$ cat src/rtl/mpu6050_pkg.sv
// Shared constants and types for the MPU6050 poll sequencer.
package mpu6050_pkg;

   // MPU6050 register map entries touched by the sequencer
   localparam logic [7:0] REG_PWR_MGMT_1   = 8'h6B;
   localparam logic [7:0] REG_SMPLRT_DIV   = 8'h19;
   localparam logic [7:0] REG_CONFIG       = 8'h1A;
   localparam logic [7:0] REG_ACCEL_XOUT_H = 8'h3B;

   // 14 measurement bytes: accel xyz, temp, gyro xyz, each {hi,lo}
   localparam int         BURST_LEN      = 14;
   localparam logic [3:0] LAST_POLL_IDX  = 4'(BURST_LEN - 1);
   localparam logic [1:0] LAST_INIT_STEP = 2'd2;

   typedef enum logic [2:0] {
      ST_IDLE     = 3'd0,
      ST_ISSUE    = 3'd1,
      ST_WAIT     = 3'd2,
      ST_EVAL     = 3'd3,
      ST_POLL_GAP = 3'd4,
      ST_PUBLISH  = 3'd5,
      ST_FAULT    = 3'd6
   } seq_state_t;

   localparam logic [1:0] FC_NONE    = 2'b00;
   localparam logic [1:0] FC_NACK    = 2'b01;
   localparam logic [1:0] FC_TIMEOUT = 2'b10;

   // Register address of burst byte idx
   function automatic logic [7:0] poll_reg(input logic [3:0] idx);
      return REG_ACCEL_XOUT_H + {4'h0, idx};
   endfunction

endpackage

$ cat src/rtl/mpu6050_poll_sequencer_i2c_txn_handshake.sv
// Enable/busy handshake with the single-byte I2C master plus the per-phase
// timeout counter. The sequencer owns the state; this block turns the
// ISSUE/WAIT/EVAL phase flags into enable, progress and fault indications.
module i2c_txn_handshake #(
   parameter int TIMEOUT_CYCLES = 100_000
) (
   input  logic       clk,
   input  logic       rst_n,
   input  logic       i_issue,
   input  logic       i_wait,
   input  logic       i_eval,
   input  logic       i_busy,
   input  logic       i_ack_error,
   input  logic [7:0] i_data_rd,
   output logic       o_enable,
   output logic       o_accepted,
   output logic       o_complete,
   output logic       o_nack,
   output logic       o_timeout,
   output logic [7:0] o_rdata
);

   localparam int            CW       = $clog2(TIMEOUT_CYCLES + 1);
   localparam logic [CW-1:0] LAST_CNT = CW'(TIMEOUT_CYCLES - 1);

   logic [CW-1:0] r_phase_cnt;
   logic          w_stalled;

   // enable is purely a function of the phase, so it can never be high in
   // WAIT and falls immediately when reset forces the sequencer to IDLE
   assign o_enable   = i_issue;
   assign o_accepted = i_issue & i_busy;
   assign o_complete = i_wait & ~i_busy;
   assign w_stalled  = (i_issue | i_wait) & ~o_accepted & ~o_complete;
   // fires on the last allowed cycle of a phase so FAULT follows after
   // exactly TIMEOUT_CYCLES cycles in that phase
   assign o_timeout  = w_stalled & (r_phase_cnt == LAST_CNT);

   // ack/data are only meaningful during the single EVAL cycle
   assign o_nack  = i_eval & i_ack_error;
   assign o_rdata = i_eval ? i_data_rd : 8'h00;

   // phase counter: counts stalled cycles, clears on any phase change
   always_ff @(posedge clk or negedge rst_n) begin
      if (!rst_n)         r_phase_cnt <= '0;
      else if (w_stalled) r_phase_cnt <= r_phase_cnt + 1'b1;
      else                r_phase_cnt <= '0;
   end

endmodule

$ cat src/rtl/mpu6050_poll_sequencer.sv
// MPU6050 command sequencer: init writes, then periodic 14-byte burst poll
// assembled into seven 16-bit samples and published atomically. NACKs are
// retried; retry exhaustion or a hung master ends in a sticky FAULT.
module mpu6050_poll_sequencer
   import mpu6050_pkg::*;
#(
   parameter logic [6:0] SLAVE_ADDR     = 7'h68,
   parameter logic [7:0] SMPLRT_DIV_VAL = 8'h07,
   parameter logic [7:0] CONFIG_VAL     = 8'h03,
   parameter int         POLL_PERIOD    = 500_000,
   parameter int         MAX_RETRY      = 3,
   parameter int         TIMEOUT_CYCLES = 100_000
) (
   input  logic        clk,
   input  logic        rst_n,
   input  logic        start,
   input  logic        stop_req,
   output logic        i2c_enable,
   output logic        i2c_rw,
   output logic [6:0]  i2c_slave_addr,
   output logic [7:0]  i2c_reg_addr,
   output logic [7:0]  i2c_data_wr,
   input  logic        i2c_busy,
   input  logic        i2c_ack_error,
   input  logic [7:0]  i2c_data_rd,
   output logic [15:0] accel_x,
   output logic [15:0] accel_y,
   output logic [15:0] accel_z,
   output logic [15:0] temp,
   output logic [15:0] gyro_x,
   output logic [15:0] gyro_y,
   output logic [15:0] gyro_z,
   output logic        sample_valid,
   output logic        running,
   output logic        fault,
   output logic [1:0]  fault_code
);

   localparam int            PW            = $clog2(POLL_PERIOD + 1);
   localparam logic [PW-1:0] PERIOD_RELOAD = PW'(POLL_PERIOD - 1);
   localparam int            RW            = (MAX_RETRY > 0) ? $clog2(MAX_RETRY + 1) : 1;
   localparam logic [RW-1:0] RETRY_LIMIT   = RW'(MAX_RETRY);

   seq_state_t      r_state, w_state_nxt;
   logic            r_init_mode, w_init_mode_nxt;
   logic [1:0]      r_init_step, w_init_step_nxt;
   logic [3:0]      r_idx, w_idx_nxt;
   logic [RW-1:0]   r_retry, w_retry_nxt;
   logic            r_fault, w_fault_nxt;
   logic [1:0]      r_fault_code, w_fault_code_nxt;
   logic [PW-1:0]   r_period;
   logic            w_period_load;
   logic            w_stage_we;
   logic            w_publish;
   logic [6:0][15:0] r_stage, r_sample, w_stage_full;

   logic            w_in_txn;
   logic            w_cmd_rw;
   logic [7:0]      w_cmd_reg, w_cmd_data;
   logic            w_accepted, w_complete, w_nack, w_timeout;
   logic [7:0]      w_rdata;

   i2c_txn_handshake #(
      .TIMEOUT_CYCLES (TIMEOUT_CYCLES)
   ) u_hs (
      .clk         (clk),
      .rst_n       (rst_n),
      .i_issue     (r_state == ST_ISSUE),
      .i_wait      (r_state == ST_WAIT),
      .i_eval      (r_state == ST_EVAL),
      .i_busy      (i2c_busy),
      .i_ack_error (i2c_ack_error),
      .i_data_rd   (i2c_data_rd),
      .o_enable    (i2c_enable),
      .o_accepted  (w_accepted),
      .o_complete  (w_complete),
      .o_nack      (w_nack),
      .o_timeout   (w_timeout),
      .o_rdata     (w_rdata)
   );

   // current command from init table or burst index
   always_comb begin
      w_cmd_rw   = ~r_init_mode;
      w_cmd_reg  = poll_reg(r_idx);
      w_cmd_data = 8'h00;
      if (r_init_mode) begin
         case (r_init_step)
            2'd0:    begin w_cmd_reg = REG_PWR_MGMT_1; w_cmd_data = 8'h00;          end
            2'd1:    begin w_cmd_reg = REG_SMPLRT_DIV; w_cmd_data = SMPLRT_DIV_VAL; end
            default: begin w_cmd_reg = REG_CONFIG;     w_cmd_data = CONFIG_VAL;     end
         endcase
      end
   end

   // command fields are held through ISSUE/WAIT/EVAL and zero otherwise
   assign w_in_txn       = (r_state == ST_ISSUE) || (r_state == ST_WAIT) || (r_state == ST_EVAL);
   assign i2c_rw         = w_in_txn & w_cmd_rw;
   assign i2c_reg_addr   = w_in_txn ? w_cmd_reg  : 8'h00;
   assign i2c_data_wr    = w_in_txn ? w_cmd_data : 8'h00;
   assign i2c_slave_addr = SLAVE_ADDR;

   assign running      = (r_state != ST_IDLE) && (r_state != ST_FAULT);
   assign sample_valid = (r_state == ST_PUBLISH);
   assign fault        = r_fault;
   assign fault_code   = r_fault_code;

   assign accel_x = r_sample[0];
   assign accel_y = r_sample[1];
   assign accel_z = r_sample[2];
   assign temp    = r_sample[3];
   assign gyro_x  = r_sample[4];
   assign gyro_y  = r_sample[5];
   assign gyro_z  = r_sample[6];

   // sequencer state and bookkeeping registers
   always_ff @(posedge clk or negedge rst_n) begin
      if (!rst_n) begin
         r_state      <= ST_IDLE;
         r_init_mode  <= 1'b0;
         r_init_step  <= 2'd0;
         r_idx        <= 4'd0;
         r_retry      <= '0;
         r_fault      <= 1'b0;
         r_fault_code <= FC_NONE;
      end else begin
         r_state      <= w_state_nxt;
         r_init_mode  <= w_init_mode_nxt;
         r_init_step  <= w_init_step_nxt;
         r_idx        <= w_idx_nxt;
         r_retry      <= w_retry_nxt;
         r_fault      <= w_fault_nxt;
         r_fault_code <= w_fault_code_nxt;
      end
   end

   // next-state: handshake phases, retry/fault policy, init/poll stepping
   always_comb begin
      w_state_nxt      = r_state;
      w_init_mode_nxt  = r_init_mode;
      w_init_step_nxt  = r_init_step;
      w_idx_nxt        = r_idx;
      w_retry_nxt      = r_retry;
      w_fault_nxt      = r_fault;
      w_fault_code_nxt = r_fault_code;
      w_period_load    = 1'b0;
      w_stage_we       = 1'b0;
      w_publish        = 1'b0;
      case (r_state)
         ST_IDLE, ST_FAULT: begin
            if (start) begin
               w_state_nxt      = ST_ISSUE;
               w_init_mode_nxt  = 1'b1;
               w_init_step_nxt  = 2'd0;
               w_idx_nxt        = 4'd0;
               w_retry_nxt      = '0;
               w_fault_nxt      = 1'b0;
               w_fault_code_nxt = FC_NONE;
            end
         end
         ST_ISSUE, ST_WAIT: begin
            if (w_timeout) begin
               w_state_nxt      = ST_FAULT;
               w_fault_nxt      = 1'b1;
               w_fault_code_nxt = FC_TIMEOUT;
            end else if (w_accepted) begin
               w_state_nxt = ST_WAIT;
            end else if (w_complete) begin
               w_state_nxt = ST_EVAL;
            end
         end
         ST_EVAL: begin
            if (w_nack) begin
               if (r_retry < RETRY_LIMIT) begin
                  w_retry_nxt = r_retry + 1'b1;
                  w_state_nxt = ST_ISSUE;
               end else begin
                  w_state_nxt      = ST_FAULT;
                  w_fault_nxt      = 1'b1;
                  w_fault_code_nxt = FC_NACK;
               end
            end else begin
               w_retry_nxt = '0;
               w_stage_we  = ~r_init_mode;
               if (stop_req) begin
                  // transaction boundary; partial staging is simply dropped
                  w_state_nxt = ST_IDLE;
               end else if (r_init_mode) begin
                  w_state_nxt = ST_ISSUE;
                  if (r_init_step == LAST_INIT_STEP) begin
                     // init done: first poll starts at once and opens a period
                     w_init_mode_nxt = 1'b0;
                     w_idx_nxt       = 4'd0;
                     w_period_load   = 1'b1;
                  end else begin
                     w_init_step_nxt = r_init_step + 2'd1;
                  end
               end else if (r_idx == LAST_POLL_IDX) begin
                  w_state_nxt = ST_PUBLISH;
                  w_publish   = 1'b1;
               end else begin
                  w_idx_nxt   = r_idx + 4'd1;
                  w_state_nxt = ST_ISSUE;
               end
            end
         end
         ST_PUBLISH: begin
            w_state_nxt = ST_POLL_GAP;
            w_idx_nxt   = 4'd0;
         end
         ST_POLL_GAP: begin
            if (stop_req) begin
               w_state_nxt = ST_IDLE;
            end else if (r_period == '0) begin
               // an overrun poll leaves the timer at 0, so the next starts now
               w_state_nxt   = ST_ISSUE;
               w_period_load = 1'b1;
            end
         end
         default: w_state_nxt = ST_IDLE;
      endcase
   end

   // period timer: reload at each poll start, saturating countdown
   always_ff @(posedge clk or negedge rst_n) begin
      if (!rst_n)               r_period <= '0;
      else if (w_period_load)   r_period <= PERIOD_RELOAD;
      else if (r_period != '0)  r_period <= r_period - 1'b1;
   end

   // staging including the byte arriving this cycle, for same-edge publish
   always_comb begin
      w_stage_full       = r_stage;
      w_stage_full[6][7:0] = w_rdata;
   end

   // staging fill (even=hi, odd=lo) and atomic copy to published outputs
   always_ff @(posedge clk or negedge rst_n) begin
      if (!rst_n) begin
         r_stage  <= '0;
         r_sample <= '0;
      end else begin
         if (w_stage_we) begin
            if (r_idx[0]) r_stage[r_idx[3:1]][7:0]  <= w_rdata;
            else          r_stage[r_idx[3:1]][15:8] <= w_rdata;
         end
         if (w_publish) r_sample <= w_stage_full;
      end
   end

endmodule

$ cat config.mk
export PLATFORM = sky130hd
export DESIGN_NAME = mpu6050_poll_sequencer
export DESIGN_NICKNAME = d
export VERILOG_FILES = /design/src/rtl/mpu6050_pkg.sv /design/src/rtl/mpu6050_poll_sequencer_i2c_txn_handshake.sv /design/src/rtl/mpu6050_poll_sequencer.sv
export SDC_FILE = /design/constraint.sdc
export NUM_CORES = 1
export LEC_CHECK = 0
export ABC_AREA = 1
export CORE_ASPECT_RATIO = 1.2
export CORE_UTILIZATION = 45
export DETAILED_ROUTE_END_ITERATION = 16
export PLACE_DENSITY = 0.68
export SYNTH_ARGS = -nofsm -noshare
export SYNTH_HDL_FRONTEND = slang
export SYNTH_SLANG_ARGS = --single-unit
$ cat constraint.sdc
create_clock -name clk -period 4.9 [get_ports clk]
set_clock_uncertainty 0.1 [all_clocks]
set_input_delay 0.49 -clock clk [delete_from_list [all_inputs] [get_ports clk]]
set_output_delay 0.49 -clock clk [all_outputs]
set_load 0.01 [all_outputs]
==> Slide: Implementation Results <==
Implementation Results

Routing
  • Per-cell routed wire length: 15.3 µm
  • Met3 wire length: ~1600 µm
  • Detailed-route DRC error count: 0
  • Met2 routed WL: 12900 µm
  • M1 WL: 11700 µm
  • Via/cell ratio: 5.01
  • DR iter-0 viols: 635
  • Antenna-violating nets left: 0

STA
  • Slew HR: about 36%
  • Final Setup Violations: 0
  • Worst Max-Slew Pin Slew: 962 ps
  • Final setup margin: 1590 ps
  • Final hold violation count: 0
  • Slew Viols, Final: 0
  • Crit share post-route: between 60% and 70%

Global routing
  • Vias in the first global route: 8614
  • GRT overflow: 0
  • Initial antenna violation count: 1
  • All-Layer GR Usage: 21.6%
  • GR Util met3: 3.90%
  • GR Util met1: 28.5%
  • Global route hottest layer: met2
  • First-pass GRT wire length: 44500 µm
  • M2 GR Usage: 36.2%
  • Pin count of the biggest net entering global routing: ~130

Synthesis
  • Flip-flops with a built-in enable: 0
  • Synth warn: 0
  • Post-synth area hogs: dfrtp_1 (59%), nand2_1 (15%), o21ai_0 (4.1%), inv_1 (3.5%), nor2_1 (3.1%)
  • Syn Area/Cell: 8.78 µm²
  • Synth Flop Type: dfrtp_1
  • #FFs+latches synth: 267
  • Netlist cell types: 40
  • Post-synth top area cell: dfrtp_1
  • Synthesized cell area: around 11000 µm²
  • Seq share, synth: 59.2%
  • Synth Instances: 1286
  • YS chip area: around 11000 µm²
  • Area share, top type: 59.2%

Layout
  • Non-clock buffer area fraction after layout: 10.8%
  • CLK BUF: 36
  • Final nets: between 1000 and 1500
  • Register area: 6680 µm²
  • Layout clock area frac: slightly above 7%
  • Most numerous logic cells after layout: nand2_1 (453), dfrtp_1 (267), clkdlybuf4s50_1 (141), inv_1 (105)
  • Synth-to-Final Area Change: 22.7%
  • Invs w/o clock: 109
  • Commonest Layout Cell: nand2_1
  • Number of diodes: 0
  • Layout fillers: 2197
  • Registers: 267
  • Top class by area: sequential cells
  • Comb area share: between 20% and 30%
  • Post-layout util: a little under three fifths
  • Logic area: just under 4000 µm²
  • Layout cells sized above 1: 5.60%

Worst hold path
  • Hold_sp: r_stage[35]
  • Worst hold path type: reg -> reg

Die
  • Num rows: 63
  • Tap cells: 325
  • Die footprint: ~26000 µm²
  • Pre-Place Util: 45.8%
  • # IOs: 156

Setup path
  • Cell mode on critical path: inv_1
  • CP Capture Type: output pin
  • Worst Path Buf+Inv: 3
  • Crit. Startpoint: r_idx[0]
  • CP Launch Type: flop
  • Worst Path Required: 4310 ps
  • Setup Crit Path Kind: reg -> out
  • Flop2flop setup slack: 1960 ps

Run
  • OpenROAD warning count: 34
  • Max_cap viols: 0

Clock tree
  • Clk buf depth: 3
  • CTS tree: yes
  • Post-CTS setup buffer count: 0
  • H-tree depth: 1
  • CTS buffer count: 27
  • CTS clk-pin slew, worst paths: 60 ps
  • Sink Count: 267

Pwr
  • Flop pwr share: 41.9%
  • Sw Share: 29.5%
  • VDD IR max: 0.248 mV
  • Design Power: 5860 µW
  • Combinational power share: between 10% and 20%
  • Clk pwr share: 38.9%

Status
  • Outcome: complete, no violations

Place
  • Inst Count DP: 1703
  • Placement Setup Slack: 1790 ps
  • Placed Area: 12800 µm²
  • Dpl hpwl: 17400 µm
power by group through the flow:
stage | clock, µW | combinational [µW] | sequential [µW]
2_1_floorplan | 0 | 733 | 2450
3_3_place_gp | 0 | 1100 | 2490
3_5_place_dp | 0 | 1120 | 2500
4_1_cts | 2330 | 1130 | 2460
5_1_grt | 2410 | 1250 | 2480
6_report | 2280 | 1120 | 2460
registers in the layout, summed over array words and instances (netlist names), 3 cells and up:
| signal | count |
|---|---|
| accel_x | 16 |
| accel_y | 16 |
| accel_z | 16 |
| gyro_x | 16 |
| gyro_y | 16 |
| gyro_z | 16 |
| r_idx | 4 |
| r_period | 19 |
| r_stage | 104 |
| r_state | 3 |
| temp | 16 |
| u_hs.r_phase_cnt | 17 |
cells by family after synthesis:
| kind of cell | synth area share [%] |
|---|---|
| simple gates | 22.8 |
| flops | 59.2 |
| compound gates | 8.95 |
| buf+inv | 7.14 |
| fa+ha+maj | 1.22 |
| xor+xnor | 0.621 |
| other cells | 0.0665 |
path summary, 6_finish.rpt:
kind,endpoint,cells past startpoint
setup reg to reg,accel_x[8],7
max in group asynchronous,accel_z[8],3
hold reg to reg,accel_z[3],2
min in group asynchronous,r_period[9],2
setup / recovery,i2c_reg_addr[1],6
hold / removal,accel_z[3],2
cells in the mapped netlist (4+ instances only):
library cell / n
a21oi_1: 37
buf_2: 23
buf_4: 25
clkbuf_1: 16
dfrtp_1: 267
ha_1: 11
inv_1: 105
nand2_1: 453
nand2_2: 6
nand3_1: 30
nand4_1: 14
nor2_1: 93
nor2_4: 4
nor3_1: 11
nor4_1: 4
o211ai_1: 5
o21ai_0: 93
o21ai_1: 45
or2_2: 4
xor2_1: 5
timing repair:
item,4_1_cts,5_1_grt
endpoints found under the hold margin,2,0
hold buffers,1,0
gates resized,0,0
Figure 1. Metal layers overlaid.
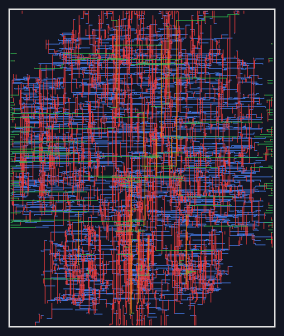
legend:
  met1:
    color: blue
    wire_length: 11700 µm
  met4:
    color: orange
    wire_length: 591 µm
  met3:
    color: green
    wire_length: 1640 µm
  met2:
    color: red
    wire_length: 12900 µm
final WL: 26800 µm
via count: 8794

Figure 2. Clock network drawn from the DEF.
Scale bar: 50 µm.
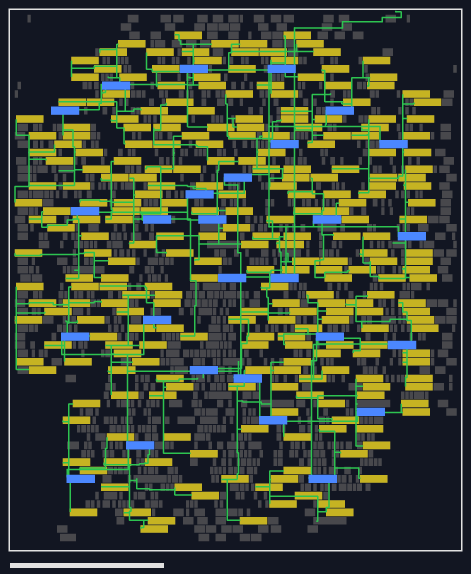
legend:
  flip-flops:
    color: yellow
    count: 267
  cells driving clock nets:
    color: blue
    count: 27
  clock wires:
    color: green
    length: 3070 µm
routed clock nets: 28
flops lie: widely spread

Power is estimated from default activity; no workload was simulated.
